===== config.mk =====
export PLATFORM = sky130hd
export DESIGN_NAME = fir_mac_sequencer_flat
export DESIGN_NICKNAME = d
export VERILOG_FILES = /design/src/rtl/fir_pkg.sv /design/src/rtl/fir_mac_sequencer_if.sv /design/src/rtl/fir_sample_ring.sv /design/src/rtl/fir_mac_sequencer.sv /design/src/flat_wrapper.sv
export SDC_FILE = /design/constraint.sdc
export NUM_CORES = 1
export LEC_CHECK = 0
export CORE_ASPECT_RATIO = 1.25
export CORE_MARGIN = 3
export CORE_UTILIZATION = 53
export DETAILED_ROUTE_END_ITERATION = 10
export PLACE_DENSITY_LB_ADDON = 0.25
export SYNTH_ARGS = -nofsm -noshare
export SYNTH_HDL_FRONTEND = slang
export SYNTH_SLANG_ARGS = --single-unit

===== constraint.sdc =====
create_clock -name clk -period 3.1 [get_ports clk]
set_input_delay 0.62 -clock clk [delete_from_list [all_inputs] [get_ports clk]]
set_output_delay 0.62 -clock clk [all_outputs]
set_load 0.01 [all_outputs]

===== src/rtl/fir_pkg.sv =====
`default_nettype none
// ============================================================================
//  Module   : fir_pkg
//  Brief    : Shared FSM state type, default widths and accumulator sizing.
//  Revision : 1.0
// ============================================================================
package fir_pkg;

    localparam int FIR_DW   = 8;
    localparam int FIR_CW   = 8;
    localparam int FIR_TAPS = 8;

    typedef enum logic [1:0] {
        IDLE = 2'd0,
        MAC  = 2'd1,
        HOLD = 2'd2
    } fir_state_t;

    // Product width plus log2(TAPS) guard bits: the sum of TAPS products cannot overflow.
    function automatic int acc_width(input int dw, input int cw, input int taps);
        return dw + cw + $clog2(taps);
    endfunction

endpackage
`default_nettype wire


===== src/rtl/fir_mac_sequencer_if.sv =====
`default_nettype none
// ============================================================================
//  Module   : fir_mac_sequencer_if
//  Brief    : Sample, coefficient, multiplier and result buses of the FIR sequencer.
//  Revision : 1.0
// ============================================================================
interface fir_mac_sequencer_if
    import fir_pkg::*;
#(
    parameter int DW   = FIR_DW,
    parameter int CW   = FIR_CW,
    parameter int TAPS = FIR_TAPS
);
    localparam int AW = acc_width(DW, CW, TAPS);
    localparam int KW = $clog2(TAPS);

    logic               in_valid;
    logic               in_ready;
    logic [DW-1:0]      in_data;
    logic               coef_we;
    logic [KW-1:0]      coef_addr;
    logic [CW-1:0]      coef_data;
    logic               coef_err;
    logic [DW-1:0]      mul_a;
    logic [CW-1:0]      mul_b;
    logic               mul_p;
    logic [DW+CW-1:0]   mul_op;
    logic               out_valid;
    logic               out_ready;
    logic [AW-1:0]      out_data;
    logic               busy;

    // Environment side: sample source, coefficient writer, multiplier and sink.
    modport master (
        output in_valid, in_data, coef_we, coef_addr, coef_data, mul_op, out_ready,
        input  in_ready, coef_err, mul_a, mul_b, mul_p, out_valid, out_data, busy
    );

    // Sequencer side.
    modport slave (
        input  in_valid, in_data, coef_we, coef_addr, coef_data, mul_op, out_ready,
        output in_ready, coef_err, mul_a, mul_b, mul_p, out_valid, out_data, busy
    );

endinterface
`default_nettype wire


===== src/rtl/fir_sample_ring.sv =====
`default_nettype none
// ============================================================================
//  Module   : fir_sample_ring
//  Brief    : Circular sample delay line with write pointer and tap-offset read.
//  Revision : 1.0
// ============================================================================
module fir_sample_ring #(
    parameter int DW   = 8,
    parameter int TAPS = 8
) (
    input  wire logic                      clk,
    input  wire logic                      rst_n,
    input  wire logic                      wr_en,
    input  wire logic [DW-1:0]             wr_data,
    input  wire logic                      advance,
    input  wire logic [$clog2(TAPS)-1:0]   rd_offset,
    output logic      [DW-1:0]             rd_data
);
    localparam int KW = $clog2(TAPS);

    logic [DW-1:0] r_ring [TAPS];
    logic [KW-1:0] r_wr_ptr;
    logic [KW-1:0] w_rd_idx;

    always_ff @(posedge clk or negedge rst_n) begin
        if (!rst_n) begin
            r_wr_ptr <= '0;
            for (int i = 0; i < TAPS; i++) begin
                r_ring[i] <= '0;
            end
        end else begin
            if (wr_en) begin
                r_ring[r_wr_ptr] <= wr_data;
            end
            if (advance) begin
                r_wr_ptr <= r_wr_ptr + KW'(1);
            end
        end
    end

    // TAPS is a power of two, so the subtraction wraps exactly like mod TAPS.
    assign w_rd_idx = r_wr_ptr - rd_offset;
    assign rd_data  = r_ring[w_rd_idx];

endmodule
`default_nettype wire


===== src/rtl/fir_mac_sequencer.sv =====
`default_nettype none
// ============================================================================
//  Module   : fir_mac_sequencer
//  Brief    : Time-multiplexed FIR controller driving one shared external multiplier.
//  Revision : 1.0
// ============================================================================
module fir_mac_sequencer
    import fir_pkg::*;
#(
    parameter int DW     = FIR_DW,
    parameter int CW     = FIR_CW,
    parameter int TAPS   = FIR_TAPS,
    parameter int SIGNED = 1
) (
    input  wire logic         clk,
    input  wire logic         rst_n,
    fir_mac_sequencer_if.slave bus
);
    localparam int AW = acc_width(DW, CW, TAPS);
    localparam int KW = $clog2(TAPS);
    localparam int PW = DW + CW;

    fir_state_t      r_state;
    fir_state_t      w_state_next;
    logic [KW-1:0]   r_k;
    logic [KW-1:0]   w_k_next;
    logic [AW-1:0]   r_acc;
    logic [AW-1:0]   r_out_data;
    logic [DW-1:0]   r_mul_a;
    logic [CW-1:0]   r_mul_b;
    logic [CW-1:0]   r_coef [TAPS];
    logic            r_coef_err;
    logic            w_accept;
    logic            w_last;
    logic            w_ext_bit;
    logic [AW-1:0]   w_prod_ext;
    logic [AW-1:0]   w_sum;
    logic [DW-1:0]   w_ring_rd;

    assign w_accept   = bus.in_valid && (r_state == IDLE);
    assign w_last     = (r_state == MAC) && (r_k == KW'(TAPS - 1));
    assign w_k_next   = r_k + KW'(1);
    assign w_ext_bit  = (SIGNED != 0) ? bus.mul_op[PW-1] : 1'b0;
    assign w_prod_ext = {{(AW - PW){w_ext_bit}}, bus.mul_op};
    assign w_sum      = r_acc + w_prod_ext;

    fir_sample_ring #(
        .DW   (DW),
        .TAPS (TAPS)
    ) u_ring (
        .clk       (clk),
        .rst_n     (rst_n),
        .wr_en     (w_accept),
        .wr_data   (bus.in_data),
        .advance   (w_last),
        .rd_offset (w_k_next),
        .rd_data   (w_ring_rd)
    );

    always_ff @(posedge clk or negedge rst_n) begin
        if (!rst_n) begin
            r_state <= IDLE;
        end else begin
            r_state <= w_state_next;
        end
    end

    always_comb begin
        w_state_next = r_state;
        case (r_state)
            IDLE:    if (w_accept)      w_state_next = MAC;
            MAC:     if (w_last)        w_state_next = HOLD;
            HOLD:    if (bus.out_ready) w_state_next = IDLE;
            default:                    w_state_next = IDLE;
        endcase
    end

    // Writes are only honoured in IDLE, so an in-flight computation sees frozen coefficients.
    always_ff @(posedge clk or negedge rst_n) begin
        if (!rst_n) begin
            for (int i = 0; i < TAPS; i++) begin
                r_coef[i] <= '0;
            end
        end else if (bus.coef_we && (r_state == IDLE)) begin
            r_coef[bus.coef_addr] <= bus.coef_data;
        end
    end

    always_ff @(posedge clk or negedge rst_n) begin
        if (!rst_n) begin
            r_k        <= '0;
            r_acc      <= '0;
            r_out_data <= '0;
            r_mul_a    <= '0;
            r_mul_b    <= '0;
            r_coef_err <= 1'b0;
        end else begin
            r_coef_err <= bus.coef_we && (r_state != IDLE);
            case (r_state)
                IDLE: begin
                    if (w_accept) begin
                        r_acc   <= '0;
                        r_k     <= '0;
                        // Tap 0 is the sample being written this edge; a same-edge write to h[0] wins.
                        r_mul_a <= bus.in_data;
                        r_mul_b <= (bus.coef_we && (bus.coef_addr == '0)) ? bus.coef_data : r_coef[0];
                    end
                end
                MAC: begin
                    r_acc <= w_sum;
                    if (w_last) begin
                        r_out_data <= w_sum;
                        r_k        <= '0;
                        r_mul_a    <= '0;
                        r_mul_b    <= '0;
                    end else begin
                        r_k     <= w_k_next;
                        r_mul_a <= w_ring_rd;
                        r_mul_b <= r_coef[w_k_next];
                    end
                end
                default: begin
                end
            endcase
        end
    end

    assign bus.in_ready  = (r_state == IDLE);
    assign bus.busy      = (r_state != IDLE);
    assign bus.out_valid = (r_state == HOLD);
    assign bus.out_data  = r_out_data;
    assign bus.coef_err  = r_coef_err;
    assign bus.mul_a     = r_mul_a;
    assign bus.mul_b     = r_mul_b;
    assign bus.mul_p     = (SIGNED != 0);

endmodule
`default_nettype wire


===== src/flat_wrapper.sv =====
// flat-port wrapper written by rule: the top's interface ports become plain ports
module fir_mac_sequencer_flat import fir_pkg::*;
#(
    parameter int DW     = FIR_DW,
    parameter int CW     = FIR_CW,
    parameter int TAPS   = FIR_TAPS,
    parameter int SIGNED = 1
)
  (clk, rst_n, bus_in_valid, bus_in_data, bus_coef_we, bus_coef_addr, bus_coef_data, bus_mul_op, bus_out_ready, bus_in_ready, bus_coef_err, bus_mul_a, bus_mul_b, bus_mul_p, bus_out_valid, bus_out_data, bus_busy);
  fir_mac_sequencer_if #(.DW(DW), .CW(CW), .TAPS(TAPS)) bus_i ();
  input  wire logic clk;
  input  wire logic rst_n;
  input wire logic [$bits(bus_i.in_valid)-1:0] bus_in_valid;
  input wire logic [$bits(bus_i.in_data)-1:0] bus_in_data;
  input wire logic [$bits(bus_i.coef_we)-1:0] bus_coef_we;
  input wire logic [$bits(bus_i.coef_addr)-1:0] bus_coef_addr;
  input wire logic [$bits(bus_i.coef_data)-1:0] bus_coef_data;
  input wire logic [$bits(bus_i.mul_op)-1:0] bus_mul_op;
  input wire logic [$bits(bus_i.out_ready)-1:0] bus_out_ready;
  output wire logic [$bits(bus_i.in_ready)-1:0] bus_in_ready;
  output wire logic [$bits(bus_i.coef_err)-1:0] bus_coef_err;
  output wire logic [$bits(bus_i.mul_a)-1:0] bus_mul_a;
  output wire logic [$bits(bus_i.mul_b)-1:0] bus_mul_b;
  output wire logic [$bits(bus_i.mul_p)-1:0] bus_mul_p;
  output wire logic [$bits(bus_i.out_valid)-1:0] bus_out_valid;
  output wire logic [$bits(bus_i.out_data)-1:0] bus_out_data;
  output wire logic [$bits(bus_i.busy)-1:0] bus_busy;
  assign bus_i.in_valid = bus_in_valid;
  assign bus_i.in_data = bus_in_data;
  assign bus_i.coef_we = bus_coef_we;
  assign bus_i.coef_addr = bus_coef_addr;
  assign bus_i.coef_data = bus_coef_data;
  assign bus_i.mul_op = bus_mul_op;
  assign bus_i.out_ready = bus_out_ready;
  assign bus_in_ready = bus_i.in_ready;
  assign bus_coef_err = bus_i.coef_err;
  assign bus_mul_a = bus_i.mul_a;
  assign bus_mul_b = bus_i.mul_b;
  assign bus_mul_p = bus_i.mul_p;
  assign bus_out_valid = bus_i.out_valid;
  assign bus_out_data = bus_i.out_data;
  assign bus_busy = bus_i.busy;
  fir_mac_sequencer #(.DW(DW), .CW(CW), .TAPS(TAPS), .SIGNED(SIGNED)) u_core (.clk(clk), .rst_n(rst_n), .bus(bus_i));
endmodule

### Met3 routing, run 1

Scale bar: 20 um.
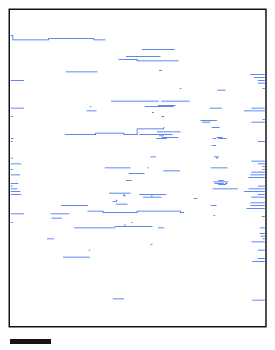
main direction: horizontal
longest straight run: 23.0 um
wire length on this layer: 790 um
number of vias after detailed routing: 6105
met3 Track Usage GR: 0.0415
total wire length: 20700 um

### A small window of the routed layout, run 1

Window x 42 to 82, y 26 to 66 um. Cells in gray, sequential cells in the stronger gray; small squares are vias.
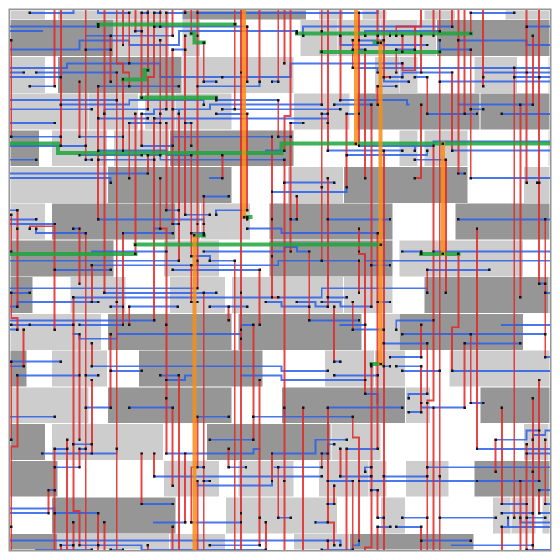
legend:
  orange:
    layer: metal 4
  blue:
    layer: metal 1
  red:
    layer: metal 2
  green:
    layer: metal 3
cells with their middle in the window: 76
netlist names of flops here include: u_core.r_coef (14), u_core.bus.mul_b (2), u_core.bus.out_data (2)
sequential cells in the window: 24
most frequent: dfrtp_1 (24), mux2_2 (14), mux2i_1 (6)

==> notes.md, run 1 <==
Implementation summary

The run finished with clean final reports. The synthesized area per cell is 13.0 um2. The library cell occupying the most area in the post-synthesis netlist is dfrtp_1. The worst setup path endpoint is u_core.r_acc[16]$_DFFE_PN0P_. The setup TNS after final layout is 0 ns.

Timing would allow up to 376 MHz. The area taken by sequential standard cells is reported as 4780 um2. The clock net sink count is 191. The origin of the worst setup path is bus_mul_op[0]. The count of mapped cells out of synthesis is 720. The clock buffer count is 20.

The worst register-to-register path ends at u_core.bus.mul_a[2]$_DFFE_PN0P_. The combinational cell area excluding buffers and inverters is 4330 um2. According to the finish report, the design has a final net count of 859.

The number of max-cap violations is 0. The largest family of logic cells by area is multiplexers. According to the dpl log, the detail-placed design has an HPWL of 13900 um.

The final timing report counts setup violations totalling 0. The number of buffers and inverters on the critical path is 2. In this run the worst path has a maximum fanout of 3. In this run, power in flip-flops and latches comes to 4.14 mW.

In this run the clock root is driven by a clkbuf_16. The smallest hold slack is 0.482 ns. The final standard cell utilization of the core is 0.642. Counting the inverters off the clock network in the layout gives 13.

The top-area cell type share of the netlist area is 0.512. Of the total synthesized cell area, the portion taken by AND, OR, NAND and NOR gates is 0.0679. The via count of the first global-routing pass came to 6531.

The remaining global-route overflow is 0. The area of the core is 17000 um2. The placement-stage worst setup slack is 0.0220 ns.

Of all the cell area in the finished design, the clock network holds 0.0551. The worst slew margin relative to its limit is 0.325. The non-clock buffer total of the final layout is 92. The number of violations reported at the end of detailed-routing iteration 0 is 452. In the floorplan report the effective utilization is 0.547.

The end of the worst hold path is u_core.bus.out_data[10]$_DFFE_PN0P_. The arrival time at the worst endpoint is 3.00 ns. The met2 routing resource usage after global routing is 0.397. The worst hold path passes through 2 cells.

The most numerous cell in the Yosys netlist is dfrtp_1. The switching power total is 4.33 mW. For this run, the total global-route usage over all layers was measured as 0.221.

With fillers left out, the area of the finished cells amounts to 10900 um2. The post-CTS clock slew at the launch and capture registers of the worst setup and hold paths is 0.07 ns. The number of nets in the synthesized netlist is 784.

The final timing report lists a max-slew violation count of 0. The count of antenna-violating nets left after detailed routing is 0. The signal on the critical path passes through clkdlybuf4s50_1 -> ha_1 -> inv_1 -> fa_1 -> nand2b_1 -> a21oi_1 -> nor2_1 -> o21ai_1 -> a221oi_1 -> xor2_1 -> o21ai_0. The largest power group is combinational logic.

The count of boundary I/O pins is 80. The share of cells above drive strength 1 is 0.274. The maximum number of buffers from clock root to sink is 2. The count of placed standard cells in the final layout, fillers left out is 1027. The power of the combinational group is 5.69 mW. The multi-input logic cell count is 480. The inserted tap cell count is 220. The most frequent logic cell in the layout is dfrtp_1.

The combinational fraction of design power is 0.471. After synthesis the cells add up to 9330 um2. The beginning of the worst register-to-register path is u_core.r_k[0]$_DFFE_PN0P_. The reg-to-reg setup timing slack is 0.53 ns. STA lists the startpoint of the worst hold path as u_core.bus.out_data[10]$_DFFE_PN0P_. The transition time recorded at the tightest slew-check pin is 1.01 ns.

The data required time of the worst path is 3.44 ns. The longest incremental delay of any stage on the critical path is reported as 0.47 ns. In the layout the commonest cells are 191 x dfrtp_1, 131 x mux2_2, 77 x clkdlybuf4s50_1, 49 x nand2_1, 41 x o21ai_0. The post-synthesis mux area share is 0.270. The global-route wire length before repair is 33800 um.

The internal power component is 7.74 mW. The cell-mix breakdown from Yosys lists the adder-cell area share as 0.0338. The number of warnings reported in the stage logs is 28. The count of standard-cell rows is 53. The area recorded from the Yosys report for this design is 9330 um2.

The final critical-path required period is 2.66 ns. The quantity of I/O buffers inserted on ports is 78. The number of cells after detailed placement is 995. The critical path runs through a total of 11 cells. The global routing usage on met1 is 0.272. The antenna diode instance count is 0. The flop share of the area is 0.437. Counting distinct cell types in the post-synthesis netlist gives 53. The setup slack of the critical path after layout is 0.442 ns.

The number of optimization iterations in the first detailed-route pass is 5. The synthesized flop and latch total is 191.
### Clock network drawn from the DEF, run 1

Scale bar: 20 um.
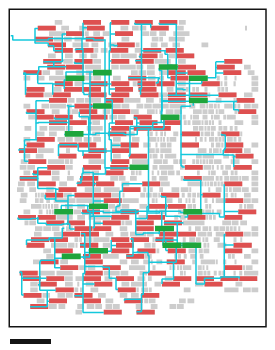
legend:
  cyan:
    item: clock wires
    length: 2140 um
  red:
    item: flip-flops
    count: 191
  green:
    item: clock drivers
    count: 17
routed clock nets: 18
Post-Route Skew: 0.00689 ns
clock group power: 2.25 mW
Clock power frac: 0.186
Clk Latency, worst-skew pair: 0.43 ns

==> run 1: routing by layer <==
layer / vias to the layer above / wire length, um
met5: - / 0
met1: 3118 / 8620
met2: 170 / 10900
li1: 2785 / -
met3: 32 / 789
met4: 0 / 374
==> run 1: flip-flops by register name (all words and copies together), names as in the netlist <==
signal / cells
u_core.r_acc: 19
u_core.bus.mul_a: 8
u_core.u_ring.r_ring: 64
u_core.r_k: 3
u_core.r_coef: 64
u_core.bus.coef_err: 1
u_core.r_state: 2
u_core.bus.out_data: 19
u_core.u_ring.r_wr_ptr: 3
u_core.bus.mul_b: 8
### Signal wires by layer, run 1

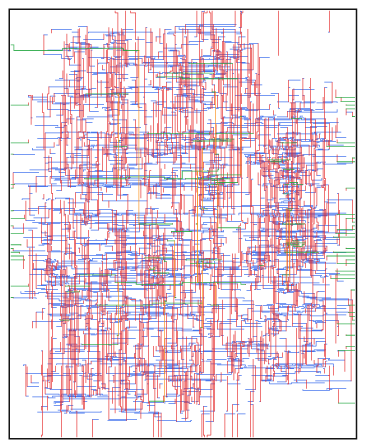

==> run 1 -> run 2 <==
- CELL_PAD_IN_SITES_DETAIL_PLACEMENT: default -> 0
- CELL_PAD_IN_SITES_GLOBAL_PLACEMENT: default -> 2
- CORE_UTILIZATION: 53 -> 37
### Signal wires by layer, run 2

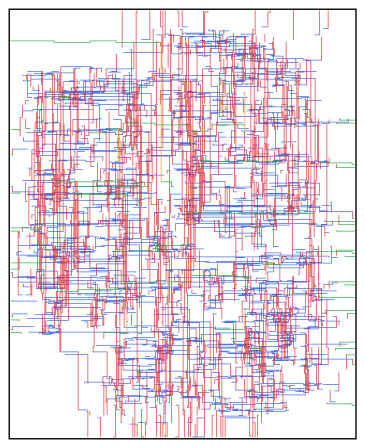
legend:
  green:
    layer: metal 3
    wire_length: 733 um
  orange:
    layer: metal 4
    wire_length: 268 um
  blue:
    layer: metal 1
    wire_length: 9380 um
  red:
    layer: metal 2
    wire_length: 11300 um

### Clock network drawn from the DEF, run 2

Scale bar: 50 um.
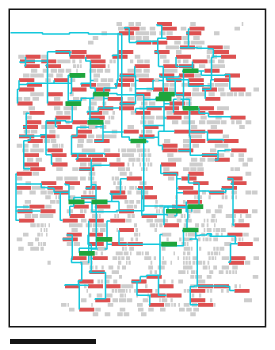
legend:
  green:
    item: clock drivers
    count: 17
  red:
    item: flip-flops
    count: 191
  cyan:
    item: clock wires
    length: 2400 um
routed clock nets: 18

==> run 2 against run 1 <==
Compared with the run above:
- worst hold slack worse by 0.29 ns
- die area is 41% higher
- register-to-register slack better by 0.04 ns
- final cell count is 11% higher
- sequential cell count stayed put
- largest cell class unchanged
- clock skew is 0.0074 ns higher
- synthesized area stayed put
- combinational power is 0.9% higher
==> notes.md, run 2 <==
Implementation summary

In the global route stage, met3 resource usage came out at 0.0298. The effective utilization at floorplan is 0.378. The library cell occupying the most area in the post-synthesis netlist is dfrtp_1. Wires add up to 21700 um. For this run, the number of standard cells in the final layout without fillers is 1145.

The number of unique standard cell types used by synthesis is 53. Per STA, the worst path is made up of clkdlybuf4s50_1 -> ha_1 -> inv_1 -> fa_1 -> nand2b_1 -> a21oi_1 -> o21ai_0 -> a21oi_1 -> nor2_1 -> xnor3_1 -> mux2_2. At the pin with the least slew margin, the transition time is 0.897 ns. The post-CTS clock slew at the launch and capture registers of the worst setup and hold paths is 0.08 ns. The data arrival time reported for the critical path is 2.95 ns. The fraction of the mapped netlist area in simple logic gates is 0.0679.

The number of cells after detailed placement is 1112. The setup TNS after final layout is 0 ns. The worst path meets setup with 0.468 ns of slack. The clock drives 191 sinks. Per the layout area report, the combinational gate area comes to 4330 um2. The synthesis run identifies the leading combinational cell family as multiplexers. With fillers left out, the area of the finished cells amounts to 11100 um2. According to the floorplan report, the placeable core area is 24700 um2. The number of optimization iterations in the first detailed-route pass is 4. The sum of met2 wire segment lengths after detailed routing is 11300 um. The clock passes through at most 2 buffers. The number of violations reported at the end of detailed-routing iteration 0 is 340. The global-route usage over all layers is 0.168. Pin placement for this block handled 80 I/O pins. The clock power share is 0.184. The sequential power is 4.10 mW.

The placement-stage worst setup slack is 0.00717 ns. Measured on the final layout, the clock distribution area share stands at 0.0552. The initialized floorplan defines 64 standard-cell rows. The top-area cell type share of the netlist area is 0.512. The registers reported with the highest flop counts are u_core.r_coef: 64 flops, u_core.u_ring.r_ring: 64 flops. The via count of the first global-routing pass is 6430.

The flow ran to the end, and the final reports show no timing, DRC or antenna violations. The routed layout has 6059 vias. 480 cells are multi-input combinational gates. Checking max transition, the worst relative margin is 0.400. The group that draws the most power in this run is combinational logic.

The area taken by flip-flops and latches is 4780 um2. The insertion delay to the later sink of the worst-skew pair is 0.44 ns. The STA report counts the stages on the worst setup path as 11. The analysis attributes to net switching a power of 4.49 mW. The post-synthesis mux area share is 0.270.

The total standard cell area after synthesis is 9330 um2. Per the CTS log, the root buffer master is clkbuf_16.
run 2: worst paths after layout:
kind	slack, ns	to	start
min in group clk	0.48	u_core.bus.out_data[13]$_DFFE_PN0P_	u_core.bus.out_data[13]$_DFFE_PN0P_
max in group asynchronous	2.06	u_core.u_ring.r_ring[52]$_DFFE_PN0P_	rst_n
setup reg to reg	0.57	u_core.bus.mul_a[4]$_DFFE_PN0P_	u_core.r_k[0]$_DFFE_PN0P_
hold reg to reg	0.48	u_core.bus.out_data[13]$_DFFE_PN0P_	u_core.bus.out_data[13]$_DFFE_PN0P_
setup / recovery	0.47	u_core.bus.out_data[18]$_DFFE_PN0P_	bus_mul_op[0]
hold / removal	0.19	u_core.bus.out_data[11]$_DFFE_PN0P_	rst_n
No activity file was given, so power comes from the tool's default toggle rates.
